## config.mk

```make
export PLATFORM = sky130hd
export DESIGN_NAME = modulo_ps2_tx
export DESIGN_NICKNAME = d
export VERILOG_FILES = /design/src/rtl/modulo_ps2_tx_pkg.sv /design/src/rtl/modulo_ps2_tx_sync_edge.sv /design/src/rtl/modulo_ps2_tx.sv
export SDC_FILE = /design/constraint.sdc
export NUM_CORES = 1
export LEC_CHECK = 0
export ABC_AREA = 1
export CORE_MARGIN = 3
export CORE_UTILIZATION = 60
export DETAILED_ROUTE_END_ITERATION = 10
export PLACE_DENSITY = 0.92
export SYNTH_ARGS = -nofsm -noshare
export SYNTH_HDL_FRONTEND = slang
export SYNTH_SLANG_ARGS = --single-unit
```

## constraint.sdc

```tcl
create_clock -name clock -period 1.8 [get_ports clock]
set_input_delay 0.54 -clock clock [delete_from_list [all_inputs] [get_ports clock]]
set_output_delay 0.54 -clock clock [all_outputs]
set_load 0.01 [all_outputs]
```

## src/rtl/modulo_ps2_tx_pkg.sv

```systemverilog
// Shared PS/2 definitions: FSM state encoding, default cycle constants, frame length.
package modulo_ps2_tx_pkg;

    typedef enum logic [2:0] {
        IDLE,
        INHIBIT,
        RTS,
        SHIFT,
        ACK,
        WAIT_IDLE
    } state_t;

    localparam int unsigned DEF_INHIBIT_CYCLES = 5000;
    localparam int unsigned DEF_TIMEOUT_CYCLES = 750000;
    localparam int unsigned FRAME_BITS         = 11;

    function automatic logic odd_parity(input logic [7:0] d);
        return ~^d;
    endfunction

endpackage

```

## src/rtl/modulo_ps2_tx_sync_edge.sv

```systemverilog
// Two-flop synchronizer for one PS/2 line plus a falling-edge strobe on the synced value.
module ps2_sync_edge (
    input  logic clock,
    input  logic reset,
    input  logic line_in,
    output logic level,
    output logic fall
);

    logic meta;
    logic prev;

    // Idle PS/2 lines are pulled high, so reset to 1 to avoid a spurious edge.
    always_ff @(posedge clock) begin
        if (reset) begin
            meta  <= 1'b1;
            level <= 1'b1;
            prev  <= 1'b1;
        end else begin
            meta  <= line_in;
            level <= meta;
            prev  <= level;
        end
    end

    assign fall = prev & ~level;

endmodule

```

## src/rtl/modulo_ps2_tx.sv

```systemverilog
// Host-to-device PS/2 transmitter: inhibit, request-to-send, frame shift, ACK check, timeout.
module modulo_ps2_tx
    import modulo_ps2_tx_pkg::*;
#(
    parameter int unsigned INHIBIT_CYCLES = DEF_INHIBIT_CYCLES,
    parameter int unsigned TIMEOUT_CYCLES = DEF_TIMEOUT_CYCLES
) (
    input  logic       clock,
    input  logic       reset,
    input  logic [7:0] tx_data,
    input  logic       tx_start,
    output logic       tx_busy,
    output logic       tx_done,
    output logic       tx_error,
    input  logic       ps2_clk_in,
    input  logic       ps2_data_in,
    output logic       ps2_clk_oe,
    output logic       ps2_data_oe
);

    localparam int unsigned IW = $clog2(INHIBIT_CYCLES) + 1;
    localparam int unsigned TW = $clog2(TIMEOUT_CYCLES) + 1;

    state_t          state, state_n;
    logic [7:0]      shreg, shreg_n;
    logic            parity, parity_n;
    logic [3:0]      bitcnt, bitcnt_n;
    logic [IW-1:0]   inh_cnt, inh_n;
    logic [TW-1:0]   tmo_cnt, tmo_n;
    logic            busy_n, done_n, err_n, clk_oe_n, data_oe_n;

    logic clk_lvl, clk_fe;
    logic data_lvl, data_fall_unused;

    ps2_sync_edge u_clk_sync (
        .clock   (clock),
        .reset   (reset),
        .line_in (ps2_clk_in),
        .level   (clk_lvl),
        .fall    (clk_fe)
    );

    ps2_sync_edge u_data_sync (
        .clock   (clock),
        .reset   (reset),
        .line_in (ps2_data_in),
        .level   (data_lvl),
        .fall    (data_fall_unused)
    );

    always_ff @(posedge clock) begin
        if (reset) begin
            state       <= IDLE;
            shreg       <= '0;
            parity      <= 1'b0;
            bitcnt      <= '0;
            inh_cnt     <= '0;
            tmo_cnt     <= '0;
            tx_busy     <= 1'b0;
            tx_done     <= 1'b0;
            tx_error    <= 1'b0;
            ps2_clk_oe  <= 1'b0;
            ps2_data_oe <= 1'b0;
        end else begin
            state       <= state_n;
            shreg       <= shreg_n;
            parity      <= parity_n;
            bitcnt      <= bitcnt_n;
            inh_cnt     <= inh_n;
            tmo_cnt     <= tmo_n;
            tx_busy     <= busy_n;
            tx_done     <= done_n;
            tx_error    <= err_n;
            ps2_clk_oe  <= clk_oe_n;
            ps2_data_oe <= data_oe_n;
        end
    end

    always_comb begin
        state_n   = state;
        shreg_n   = shreg;
        parity_n  = parity;
        bitcnt_n  = bitcnt;
        inh_n     = inh_cnt;
        tmo_n     = tmo_cnt;
        busy_n    = tx_busy;
        done_n    = 1'b0;
        err_n     = 1'b0;
        clk_oe_n  = ps2_clk_oe;
        data_oe_n = ps2_data_oe;

        case (state)
            IDLE: begin
                busy_n    = 1'b0;
                clk_oe_n  = 1'b0;
                data_oe_n = 1'b0;
                if (tx_start) begin
                    shreg_n   = tx_data;
                    parity_n  = odd_parity(tx_data);
                    inh_n     = '0;
                    busy_n    = 1'b1;
                    clk_oe_n  = 1'b1;
                    data_oe_n = (INHIBIT_CYCLES == 1);
                    state_n   = INHIBIT;
                end
            end
            INHIBIT: begin
                inh_n = inh_cnt + IW'(1);
                // Registered outputs: decide one cycle ahead so data_oe rises on the last inhibit cycle.
                if (inh_cnt == IW'(INHIBIT_CYCLES - 2)) data_oe_n = 1'b1;
                if (inh_cnt == IW'(INHIBIT_CYCLES - 1)) begin
                    clk_oe_n = 1'b0;
                    state_n  = RTS;
                end
            end
            RTS: begin
                bitcnt_n = '0;
                tmo_n    = '0;
                state_n  = SHIFT;
            end
            SHIFT, ACK, WAIT_IDLE: begin
                tmo_n = tmo_cnt + TW'(1);
                if (tmo_cnt == TW'(TIMEOUT_CYCLES - 1)) begin
                    state_n   = IDLE;
                    err_n     = 1'b1;
                    busy_n    = 1'b0;
                    clk_oe_n  = 1'b0;
                    data_oe_n = 1'b0;
                end else if (state == SHIFT) begin
                    if (clk_fe) begin
                        if (bitcnt < 4'd8) data_oe_n = ~shreg[bitcnt[2:0]];
                        else if (bitcnt == 4'd8) data_oe_n = ~parity;
                        else data_oe_n = 1'b0;
                        bitcnt_n = bitcnt + 4'd1;
                        if (bitcnt == 4'(FRAME_BITS - 2)) state_n = ACK;
                    end
                end else if (state == ACK) begin
                    if (clk_fe) begin
                        if (!data_lvl) begin
                            state_n = WAIT_IDLE;
                        end else begin
                            state_n = IDLE;
                            err_n   = 1'b1;
                            busy_n  = 1'b0;
                        end
                    end
                end else begin
                    if (clk_lvl && data_lvl) begin
                        state_n = IDLE;
                        done_n  = 1'b1;
                        busy_n  = 1'b0;
                    end
                end
            end
            default: begin
                state_n   = IDLE;
                busy_n    = 1'b0;
                clk_oe_n  = 1'b0;
                data_oe_n = 1'b0;
            end
        endcase
    end

endmodule

```

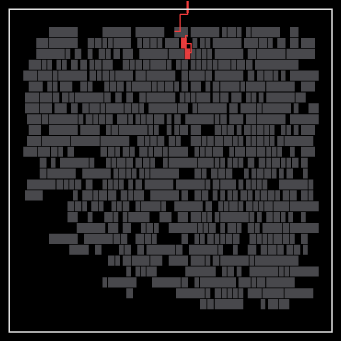
Figure 1: run 1, nets reached from selected ports.
Scale: 4 px per um.
colour	port	bits	direction	end cells	buffers	wire
red	tx_start	1	input	2	1	15.5 um

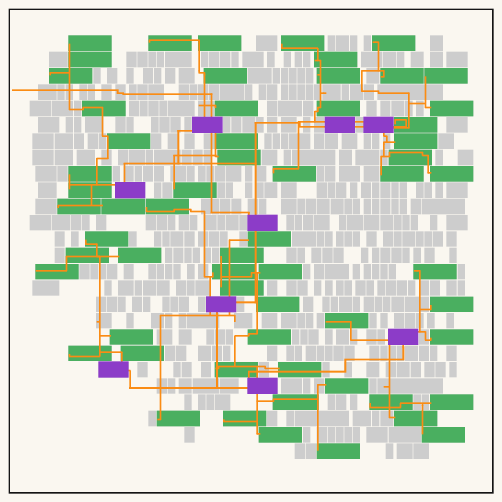
Figure 2: run 1, clock wires, drivers and flops.
Scale: 6 px per um.
[orange] clock wires | length: 752 um
[green] flip-flops | count: 61
[purple] cells driving clock nets | count: 9
flops lie	all over the die
Layout Skew: 6.81 ps
clock latency of the later-clocked register in the worst-skew pair: 350 ps
clock network power share: 0.313
Clock Power: 1.36 mW

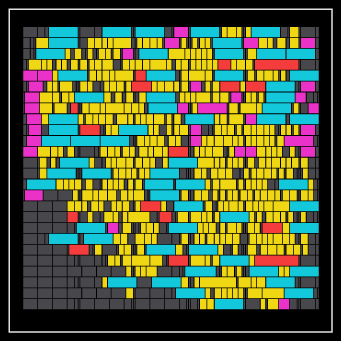
Figure 3: run 1, placement by cell class.
Scale: 4 px per um. Fill, decap, tap and diode cells in grey.
colour	class	cells
red	clock drivers and dummy loads	16
cyan	flops	61
yellow	all other logic	414
magenta	other buffers and delay cells	32

==> results.cfg, run 1 <==
; generated from flow reports
[run_status]
run_status = finished clean

[setup_path]
path_max_fanout = 2
critical-path-slowest-cell = sky130_fd_sc_hd__clkdlybuf4s50_1
worst_r2r_startpoint = state[2]$_SDFFE_PP0P_
worst-endpoint-arrival_ps = 1200
crit_type = register to output port
crit_path_leading_delay_family = buffers and inverters
startpoint_type = register
end_kind = output port
slowest_delay_ps = 530
timing.critical_path.from = tx_busy$_SDFFE_PP0P_
worst_r2r_endpoint = tmo_cnt[3]$_SDFFE_PP0P_
worstRegToRegCells = 8
path_cells = clkdlybuf4s50_1
worstPathRequired_ps = 1260

[yosys]
post_synth_main_area_contributors = sky130_fd_sc_hd__dfxtp_1, sky130_fd_sc_hd__nand2_1, sky130_fd_sc_hd__nor2_1, sky130_fd_sc_hd__a21oi_1, sky130_fd_sc_hd__o21ai_0
post_synth_num_cell_types = 34
seq_area_frac_synth = 0.368
synthesis.nets = 508
synth.cellmix.adderShare = 0.0226
synth.avg_cell_area_um2 = 6.78
yosys-mux-area-fraction = 0
ys_async_sr_fraction = 0
count_of_library_flops_with_an_enable_pin = 0
yosys_area_um2 = 3320
yosys_warnings = 0
yosys-stat-cells = 489
postSynth.topFlopCell = sky130_fd_sc_hd__dfxtp_1
synth_simple_gate_area_share = 0.333
post_synth_instance_area_um2 = 3320
netlist.top_cell.by_area = sky130_fd_sc_hd__dfxtp_1
synth-xor-area-share = 0.0185
top_cell = sky130_fd_sc_hd__nand2_1
ranking_of_synthesized_cells_by_instance_count = sky130_fd_sc_hd__nand2_1, sky130_fd_sc_hd__nor2_1, sky130_fd_sc_hd__dfxtp_1

[routing]
drtIter0Drc = 277
drc_errors = 0
routed-via-count = 3395
drt_pass1_iterations = 6
ant_nets = 0
routed_via_density = 5.73
total_wire_length_um = 8140

[floorplan]
chipWidth_um = 80.3
core-area_um2 = 5240
std_cell_rows = 26
core_util_floorplan = 0.633
die-area_um2 = 6450
top_level_ports = 18
die_y_um = 80.3

[global_route]
initial_antenna_violation_count = 0
largest_net_degree_at_the_start_of_global_routing = 23
grt_pass1_vias = 3266
wire_length_of_the_first_global_routing_pass_um = 13800

[final_timing]
max_freq_ghz = 0.574
max_slew_margin = 0.735
hold_vio_cnt_final = 0
setup_viol = 0
worst-slew-pin-transition_ps = 396
worst_hold_slack_ps = 414
setup-tns-final_ps = 0
report.final.slew_viol_count = 0
timing.final.crit_period_ps = 1740

[cts]
clock_tree_from_tritoncts = yes
clk_pin_slew_worst_paths_ps = 70
ctsRootBufferMaster = sky130_fd_sc_hd__clkbuf_8
postCtsHoldBufs = 0
cts.path.max_buffers = 2
cts-buffers-inserted = 9

[pwr]
power_leakage_nw = 1.45
power.density_cell_area_nw_per_um2 = 1120

[place]
gpl.final_weighted_congestion = 0.883
placed_cell_area_um2 = 3580
buffer_ports.inserted = 17
dp.final_hpwl_um = 5580

[cells_and_area]
fin_nets = 537
post_route_cells_drive_above_1_share = 0.128
finish.utilization = 0.741

[worst_hold_path]
hold_path_end = u_data_sync.level$_SDFF_PP1_
timing.hold.worst.start = u_data_sync.meta$_SDFF_PP1_
timing.hold.worst_path_depth = 1

[job]
drv_cap = 0
-- run 1: cells in the final DEF (no fill, tap or decap), types with 3 or more instances in the layout --
master	netlist	layout
sky130_fd_sc_hd__a211oi_1	3	3
sky130_fd_sc_hd__a21oi_1	45	45
sky130_fd_sc_hd__buf_4	3	13
sky130_fd_sc_hd__clkbuf_8	0	9
sky130_fd_sc_hd__clkdlybuf4s50_1	0	15
sky130_fd_sc_hd__clkinvlp_4	0	3
sky130_fd_sc_hd__dfxtp_1	61	60
sky130_fd_sc_hd__ha_1	6	4
sky130_fd_sc_hd__inv_1	50	49
sky130_fd_sc_hd__inv_2	3	3
sky130_fd_sc_hd__nand2_1	94	93
sky130_fd_sc_hd__nand2_2	4	5
sky130_fd_sc_hd__nand3_1	38	38
sky130_fd_sc_hd__nand3_2	3	3
sky130_fd_sc_hd__nand4_1	8	8
sky130_fd_sc_hd__nor2_1	69	67
sky130_fd_sc_hd__nor2_2	5	6
sky130_fd_sc_hd__nor2_4	5	6
sky130_fd_sc_hd__nor3_1	7	7
sky130_fd_sc_hd__nor4_1	3	3
sky130_fd_sc_hd__o21ai_0	41	40
sky130_fd_sc_hd__o21bai_1	3	3
sky130_fd_sc_hd__or2_2	7	7
sky130_fd_sc_hd__xnor2_1	6	6
-- run 1: report_power, final --
part	total (mW)	internal [mW]	switching, mW
clock	1.36	0.783	0.576
combinational	1.36	0.474	0.888
sequential	1.63	1.50	0.128
-- run 1: how the worst max path moves through the flow --
stage                                           to  slack, ps  cells after the start
after global routing      tmo_cnt[16]$_SDFFE_PP0P_        -20                      9
after CTS                               ps2_clk_oe         40                      1
after detailed placement     shreg[5]$_SDFFE_PP0P_          4                      6
after floorplan              state[2]$_SDFFE_PP0P_        330                     10
final                                      tx_busy         60                      1
after global placement     inh_cnt[6]$_SDFFE_PP0P_         40                      6
-- run 1: stage by stage --
stage / total power, mW / std cells / worst slack, ps
floorplan: 2.60 / 489 / 329
global placement: 2.90 / 571 / 43.8
detailed placement: 2.95 / 571 / 3.51
CTS: 4.31 / 587 / 36.5
global route: 4.60 / 593 / -15.8
finish: 4.35 / 593 / 58.5
-- run 1: what timing repair did --
| action | 4_1_cts | 5_1_grt |
|---|---|---|
| pin swaps | 0 | 5 |
| endpoints found under the setup margin | 1 | 15 |
| gates resized | 1 | 11 |
| setup buffers | 0 | 6 |
-- run 1: final cells by class --
cell class                      count  area, um^2
Timing Repair Buffer               32         309
Tap cell                           70        87.6
Clock inverter                      7        97.6
Clock buffer                        9         124
Fill cell                         379        1360
Inverter                           53         203
Multi-Input combinational cell    361        1840
Sequential cell                    61        1220
-- run 1: routing by layer --
layer | wire, um | vias up | GRT usage
li1 | - | 1668 | -
met3 | 574 | 40 | 0.0785
met2 | 3860 | 153 | 0.464
met4 | 308 | 0 | 0.128
met1 | 3400 | 1534 | 0.304
met5 | 0 | - | 0
-- run 1: flip-flops by register name, indices dropped and copies added (netlist names), 3 cells and up --
name     flops
bitcnt       4
inh_cnt     14
shreg        8
tmo_cnt     21
state        3
==> inputs of run 2 (changes only) <==
--- a/config.mk
+++ b/config.mk
@@ -11,4 +11,6 @@
 export DETAILED_ROUTE_END_ITERATION = 10
 export PLACE_DENSITY = 0.92
+export SETUP_SLACK_MARGIN = 0.2
+export SKIP_LAST_GASP = 1
 export SYNTH_ARGS = -nofsm -noshare
 export SYNTH_HDL_FRONTEND = slang
==> constraint.sdc (replaced) <==
create_clock -name clock -period 1.8 [get_ports clock]
set_input_delay 0.36 -clock clock [delete_from_list [all_inputs] [get_ports clock]]
set_output_delay 0.36 -clock clock [all_outputs]
set_load 0.01 [all_outputs]
==> results.cfg, run 2 <==
; generated from flow reports
[cells_and_area]
layout.cells.most_common_list = sky130_fd_sc_hd__nand2_1, sky130_fd_sc_hd__nor2_1, sky130_fd_sc_hd__inv_1, sky130_fd_sc_hd__a21oi_1, sky130_fd_sc_hd__dfxtp_1
fin_nets = 545
finish.utilization = 0.759
area_growth_pct = 20.0
diodes = 0
largest-register = tmo_cnt
fillerInstances = 387
reg_top3 = tmo_cnt (21), inh_cnt (14), shreg (8)
layout_top_cell_excl_fill_tap = sky130_fd_sc_hd__nand2_1
combGateArea_um2 = 1900
post_route_cells_drive_above_1_share = 0.200
ff_latch_area_um2 = 1250
largest_register_ffs = 21

[cts]
clock_tree_from_tritoncts = yes
cts.path.max_buffers = 2
insertion_delay_ps = 350
ctsRootBufferMaster = sky130_fd_sc_hd__clkbuf_8
htree_levels = 3
cts-buffers-inserted = 9
clk_pin_slew_worst_paths_ps = 70

[run_status]
run_status = finished clean

[worst_hold_path]
hp-class = register to register
timing.hold.worst.start = u_clk_sync.meta$_SDFF_PP1_

[final_timing]
worst-slew-pin-transition_ps = 412
max_freq_ghz = 0.630
setup_repair_after_global_routing_missed_its_margin = yes
setup_viol = 0
max_slew_margin = 0.725
timing.final.crit_share = 0.881
report.final.slew_viol_count = 0
timing.final.crit_period_ps = 1590
hold_vio_cnt_final = 0
clock-skew-final_ps = 6.75
setup-tns-final_ps = 0

[setup_path]
end_kind = register
worst-endpoint-arrival_ps = 1830
worstPathRequired_ps = 2040
startpoint_type = register
path_max_fanout = 4
timing.critical_path.from = tmo_cnt[0]$_SDFFE_PP0P_
crit_type = register to register
worst_r2r_startpoint = tmo_cnt[0]$_SDFFE_PP0P_

[global_route]
grt_pass1_vias = 3257
largest_net_degree_at_the_start_of_global_routing = 30
groute.usage.overall = 0.277
wire_length_of_the_first_global_routing_pass_um = 14100
gr-total-overflow = 0
gr-usage-met1 = 0.317
initial_antenna_violation_count = 0
grt_use_met2 = 0.483
gr-usage-met3 = 0.0617
grt_busiest_layer = met2

[yosys]
yosys_area_um2 = 3320
netlist.top_cell.by_area = sky130_fd_sc_hd__dfxtp_1
ys_async_sr_fraction = 0
post_synth_instance_area_um2 = 3320
top_cell = sky130_fd_sc_hd__nand2_1
count_of_library_flops_with_an_enable_pin = 0
netlist_instances = 489
yosys-stat-cells = 489
ranking_of_synthesized_cells_by_instance_count = sky130_fd_sc_hd__nand2_1, sky130_fd_sc_hd__nor2_1, sky130_fd_sc_hd__dfxtp_1
post_synth_num_cell_types = 34
synthesis.nets = 508
seq_area_frac_synth = 0.368
top_area_frac = 0.368
yosys_warnings = 0
postSynth.topFlopCell = sky130_fd_sc_hd__dfxtp_1
post_synth_main_area_contributors = sky130_fd_sc_hd__dfxtp_1, sky130_fd_sc_hd__nand2_1, sky130_fd_sc_hd__nor2_1, sky130_fd_sc_hd__a21oi_1, sky130_fd_sc_hd__o21ai_0
synth.avg_cell_area_um2 = 6.78

[job]
warning_count = 31
drv_cap = 0

[floorplan]
core_util_floorplan = 0.633
std_cell_rows = 26
core-area_um2 = 5240
die_y_um = 80.3
chipWidth_um = 80.3
die-area_um2 = 6450

[routing]
routed_via_density = 5.91
drtIter0Drc = 379
routed-via-count = 3550
ant_nets = 0
drc_errors = 0
wl_per_cell_um = 14.6
total_wire_length_um = 8790
drt_pass1_iterations = 5

[place]
gpl.final_weighted_congestion = 0.951
dp.final_hpwl_um = 5820

[pwr]
power_leakage_nw = 1.51
ir_drop_mv = 0.632
power.density_cell_area_nw_per_um2 = 1040
run 2: kinds of logic (layout without fill, tap and decap cells):
logic type               after synthesis  in the layout  share of synthesized area
AND/OR/NAND/NOR                      244            244                      0.333
flip-flops                            61             61                      0.368
adder cells (fa/ha/maj)                6              6                     0.0226
XOR/XNOR                               7              7                     0.0185
buffers and inverters                 67            109                     0.0853
AND-OR/OR-AND                        104            104                      0.172
run 2: cell type report:
class | instances | share of cell area
clock buffer | 9 | 0.0311
timing repair buffer | 40 | 0.0919
clock inverter | 7 | 0.0107
multi-input combinational | 361 | 0.478
sequential | 61 | 0.313
inverter | 53 | 0.0535
tap | 70 | 0.0220
run 2: stage by stage:
stage	hold slack, ps	worst slack, ps	instance area, um^2	power (mW)	std cells
after floorplan	389	329	3320	2.60	489
after global placement	397	224	3560	2.89	570
after detailed placement	414	128	3560	2.93	570
after CTS	430	180	3800	4.00	592
after global routing	434	137	3980	4.38	601
final	434	214	3980	4.14	601
run 2: power breakdown:
part / internal [mW] / switching (mW)
sequential: 1.51 / 0.142
clock: 0.487 / 0.572
combinational: 0.509 / 0.915
run 2: path summary, 6_finish.rpt:
check	to	slack, ps	cells after the start
max reg2reg	tmo_cnt[20]$_SDFFE_PP0P_	210	10
min reg2reg	u_clk_sync.level$_SDFF_PP1_	430	1
min	u_clk_sync.level$_SDFF_PP1_	430	1
max	tmo_cnt[20]$_SDFFE_PP0P_	210	10
run 2: per-layer routing:
| layer | vias up | routed length (um) |
|---|---|---|
| met5 | - | 0 |
| met4 | 0 | 285 |
| met3 | 35 | 690 |
| met2 | 190 | 4280 |
| met1 | 1635 | 3530 |
| li1 | 1690 | - |
run 2: repair_timing:
item                       in CTS  in global routing
pin swaps                       6                  8
buffers inserted                6                  9
resized                        11                 49
setup endpoints to repair      13                 42
hold buffers                    0                  0
run 2: worst max-delay path, cell delays in order (launching register included):
cell and delay (ps):
sky130_fd_sc_hd__dfxtp_4 370, sky130_fd_sc_hd__ha_4 160, sky130_fd_sc_hd__nand4_1 180, sky130_fd_sc_hd__nor2_2 170, sky130_fd_sc_hd__nand2_2 90, sky130_fd_sc_hd__nor2_4 130, sky130_fd_sc_hd__nand2_2 80, sky130_fd_sc_hd__nor2_2 120
sky130_fd_sc_hd__nand2_1 70, sky130_fd_sc_hd__nand2_1 70, sky130_fd_sc_hd__nor2_1 50
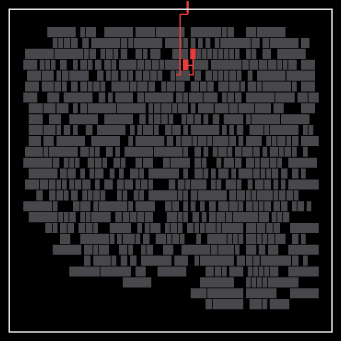
Figure 4: run 2, nets reached from selected ports.
Scale: 4 px per um.
colour	port	bits	direction	end cells	buffers	wire
red	tx_start	1	input	2	1	26.4 um
# IOs: 18
Port Buffers: 17

Power is estimated from default activity; no workload was simulated.
